===== src/rtl/mul32_arb.sv =====
// Round-robin arbiter that time-shares one external mul32 multiplier between N requesters.
// Operands are held on the multiplier for the whole run; the product comes back tagged with the requester ID.
module mul32_arb #(
  parameter int N       = 4,
  parameter int IDW     = 2,
  parameter int TIMEOUT = 63
) (
  input  logic              clk,
  input  logic              rst,
  input  logic [N-1:0]      req,
  output logic [N-1:0]      ack,
  input  logic [N*32-1:0]   req_mc,
  input  logic [N*32-1:0]   req_mp,
  output logic              rsp_valid,
  output logic [IDW-1:0]    rsp_id,
  output logic [31:0]       rsp_p,
  output logic              rsp_err,
  output logic              busy,
  output logic              mul_start,
  output logic [31:0]       mul_mc,
  output logic [31:0]       mul_mp,
  input  logic [31:0]       mul_p,
  input  logic              mul_done
);

  localparam int CW = $clog2(TIMEOUT);

  typedef enum logic [1:0] {
    IDLE  = 2'd0,
    ISSUE = 2'd1,
    WAIT  = 2'd2,
    RESP  = 2'd3
  } state_t;

  state_t           state_q;
  logic [IDW-1:0]   ptr_q;
  logic [IDW-1:0]   gid_q;
  logic [CW-1:0]    cnt_q;
  logic [N-1:0]     ack_q;
  logic             rsp_valid_q;
  logic [IDW-1:0]   rsp_id_q;
  logic [31:0]      rsp_p_q;
  logic             rsp_err_q;
  logic             busy_q;
  logic             start_q;
  logic [31:0]      mc_q;
  logic [31:0]      mp_q;

  logic             win_vld_d;
  logic [IDW-1:0]   win_d;
  logic [IDW:0]     cand_d;
  logic [IDW-1:0]   ptr_d;

  // Scan ptr, ptr+1, ... wrapping modulo N; first set request wins.
  always_comb begin
    win_vld_d = 1'b0;
    win_d     = '0;
    cand_d    = '0;
    for (int unsigned k = 0; k < N; k++) begin
      cand_d = {1'b0, ptr_q} + (IDW+1)'(k);
      if (cand_d >= (IDW+1)'(N)) begin
        cand_d = cand_d - (IDW+1)'(N);
      end
      if (!win_vld_d && req[cand_d[IDW-1:0]]) begin
        win_vld_d = 1'b1;
        win_d     = cand_d[IDW-1:0];
      end
    end
  end

  always_comb begin
    ptr_d = (gid_q == IDW'(N-1)) ? '0 : gid_q + 1'b1;
  end

  always_ff @(posedge clk) begin
    if (!rst) begin
      state_q     <= IDLE;
      ptr_q       <= '0;
      gid_q       <= '0;
      cnt_q       <= '0;
      ack_q       <= '0;
      rsp_valid_q <= 1'b0;
      rsp_id_q    <= '0;
      rsp_p_q     <= '0;
      rsp_err_q   <= 1'b0;
      busy_q      <= 1'b0;
      start_q     <= 1'b0;
      mc_q        <= '0;
      mp_q        <= '0;
    end else begin
      case (state_q)
        IDLE: begin
          if (win_vld_d) begin
            gid_q   <= win_d;
            mc_q    <= req_mc[32*int'(win_d) +: 32];
            mp_q    <= req_mp[32*int'(win_d) +: 32];
            start_q <= 1'b1;
            ack_q   <= N'(1) << win_d;
            busy_q  <= 1'b1;
            state_q <= ISSUE;
          end
        end
        ISSUE: begin
          start_q <= 1'b0;
          ack_q   <= '0;
          cnt_q   <= '0;
          state_q <= WAIT;
        end
        WAIT: begin
          cnt_q <= cnt_q + 1'b1;
          // A done arriving on the timeout cycle still delivers its product.
          if (mul_done) begin
            rsp_p_q     <= mul_p;
            rsp_err_q   <= 1'b0;
            rsp_id_q    <= gid_q;
            rsp_valid_q <= 1'b1;
            state_q     <= RESP;
          end else if (cnt_q == CW'(TIMEOUT-1)) begin
            rsp_p_q     <= '0;
            rsp_err_q   <= 1'b1;
            rsp_id_q    <= gid_q;
            rsp_valid_q <= 1'b1;
            state_q     <= RESP;
          end
        end
        RESP: begin
          rsp_valid_q <= 1'b0;
          busy_q      <= 1'b0;
          ptr_q       <= ptr_d;
          state_q     <= IDLE;
        end
        default: state_q <= IDLE;
      endcase
    end
  end

  assign ack       = ack_q;
  assign rsp_valid = rsp_valid_q;
  assign rsp_id    = rsp_id_q;
  assign rsp_p     = rsp_p_q;
  assign rsp_err   = rsp_err_q;
  assign busy      = busy_q;
  assign mul_start = start_q;
  assign mul_mc    = mc_q;
  assign mul_mp    = mp_q;

endmodule


===== config.mk =====
export PLATFORM = sky130hd
export DESIGN_NAME = mul32_arb
export DESIGN_NICKNAME = d
export VERILOG_FILES = /design/src/rtl/mul32_arb.sv
export SDC_FILE = /design/constraint.sdc
export NUM_CORES = 1
export LEC_CHECK = 0
export ABC_AREA = 1
export CAP_MARGIN = 15
export CORE_AREA = 2 2 158 160
export DETAILED_ROUTE_END_ITERATION = 12
export DIE_AREA = 0 0 160 162
export PLACE_DENSITY_LB_ADDON = 0.2
export SYNTH_ARGS = -nofsm -noshare
export SYNTH_HDL_FRONTEND = slang
export SYNTH_SLANG_ARGS = --single-unit

===== constraint.sdc =====
create_clock -name clk -period 1.75 [get_ports clk]
set_input_delay 0.175 -clock clk [delete_from_list [all_inputs] [get_ports clk]]
set_output_delay 0.175 -clock clk [all_outputs]
set_load 0.05 [all_outputs]

==> results.json <==
{
  "critPathMaxFanout": 16,
  "portBuffers": 400,
  "status": "finished, violations left",
  "cts_inserted_buffers": 17,
  "violations": "negative setup slack",
  "syn_area_um2": 6995,
  "clockPowerShare": 0.155,
  "area_growth_pct": 87.18,
  "setup.worst_path.start_class": "register",
  "mux_share": 0,
  "ff_type": "dfxtp_1",
  "grt_max_degree": 52,
  "holdPathEnd": "gid_q[0]$_SDFFE_PN0P_",
  "cts-resized-gates": 161,
  "root_buffer": "clkbuf_16",
  "setup_viol": 72,
  "fin_ws_ns": -0.2983,
  "clkSinkCount": 118,
  "worst_slew_pin_slew_ns": 0.5530,
  "via_per_inst": 4.824,
  "pwr-share-seq": 0.174,
  "worstPathArrival_ns": 2.37,
  "drtIter0Drc": 584,
  "grt_pass1_wl_um": 48710,
  "cts_hold_buf": 0,
  "fp.dieW_um": 160,
  "finClkSkew_ns": 0.009935,
  "synth-edff-count": 0,
  "post-place-cells": 1830,
  "ir_drop_mv": 0.7807,
  "drive_above_1_share": 0.1599,
  "grt_pass1_vias": 8649
}
==> area by class of cell <==
| type | instances | share of cell area |
|---|---|---|
| multi-input cells | 887 | 0.3350 |
| flip-flops and latches | 118 | 0.1808 |
| inverters | 60 | 0.01873 |
| clock buffers | 18 | 0.03278 |
| well taps | 324 | 0.03096 |
| repair buffers | 473 | 0.3872 |
| clock inverters | 14 | 0.01452 |
==> cell usage in the layout, fill, tap and decap left out, types with 7 or more instances in the layout <==
cell and instances:
nand3_1 137, nor2_1 129, buf_12 16, inv_1 51, nor2_2 16, dfxtp_1 116
buf_4 60, o21ai_0 30, nand3_2 30, a21oi_1 47, nand2_4 13, dlymetal6s2s_1 10
buf_16 11, nand2_2 26, dlygate4sd2_1 60, nand2_1 362, clkbuf_16 27, ha_1 7
nand4_1 54, clkdlybuf4s50_1 293, o21ai_1 15
==> critical path, stage by stage (launching register included) <==
cell	delay, ns
dfxtp_4	0.37
buf_12	0.15
nand2_2	0.06
nand2_2	0.06
nand2_2	0.08
nand2_2	0.09
nand2_4	0.11
nand2_4	0.06
nand2_4	0.08
nand3_4	0.10
buf_8	0.14
buf_12	0.14
buf_12	0.15
nand2_1	0.06
nand2_1	0.05
nand2_1	0.06
nand3_1	0.08
nand2_1	0.07
inv_1	0.03
==> metal layers <==
metal  GRT usage  part of all wire  up-vias
met4     0.07166             0.023        4
met3     0.07252             0.076       52
met2      0.4215              0.49      335
met1      0.2807              0.41     4193
li1            -                 -     4553
met5           0           0.00079        -
==> state kept, by name, indices dropped and copies added (netlist names), 2 cells and up <==
| register | count |
|---|---|
| mul_mc | 32 |
| mul_mp | 32 |
| rsp_p | 32 |
| cnt_q | 6 |
| ack | 4 |
| gid_q | 2 |
| ptr_q | 2 |
| rsp_id | 2 |
| state_q | 2 |
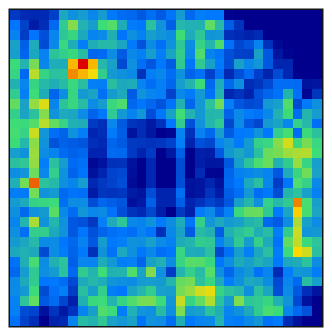
wire_density.png
The die is cut into 32 by 32 equal tiles; dark blue is low, red is high, scaled to the fullest tile. Values are wire area over tile area, all layers added.
fullest tile: 0.73
mean over tiles: 0.21
nearly empty tiles: 6.2%
tiles over half the peak: 8.6%

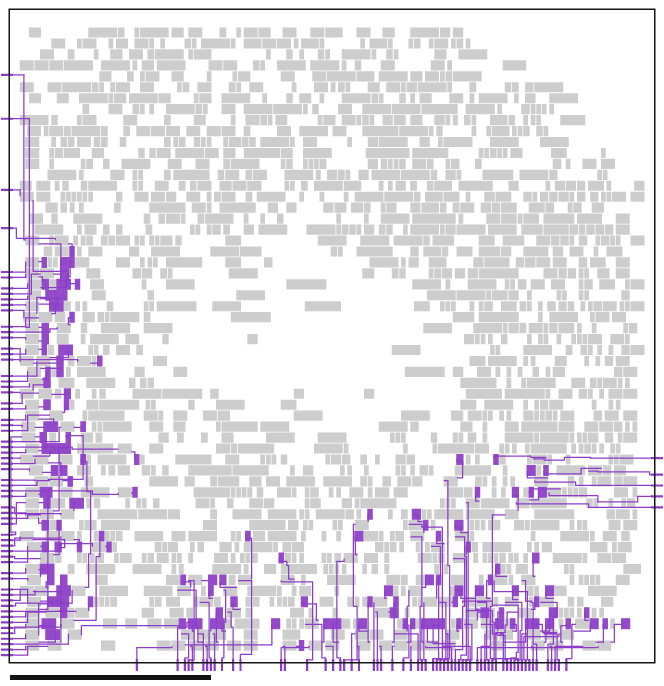
port_nets.png
Bar = 50 um.
| port | color | bits | direction | edge | end cells | buffers | wire |
|---|---|---|---|---|---|---|---|
| `req_mc` | purple | 128 | input | 62 south, 61 west, 5 east | 128 | 128 | 2640 um |

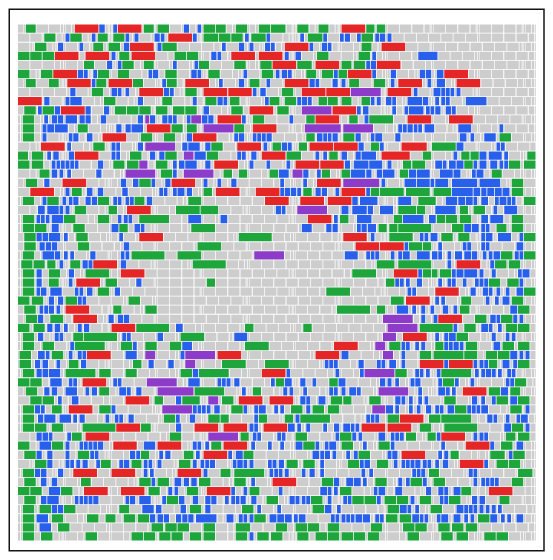
cell_classes.png
Fill, decap, tap and diode cells in gray.
| class | color | cells |
|---|---|---|
| other buffers and delay cells | green | 473 |
| flip-flops | red | 118 |
| clock drivers and dummy loads | purple | 32 |
| all other logic | blue | 947 |

Power figures rest on the tool's default switching activity, not on a simulated workload.
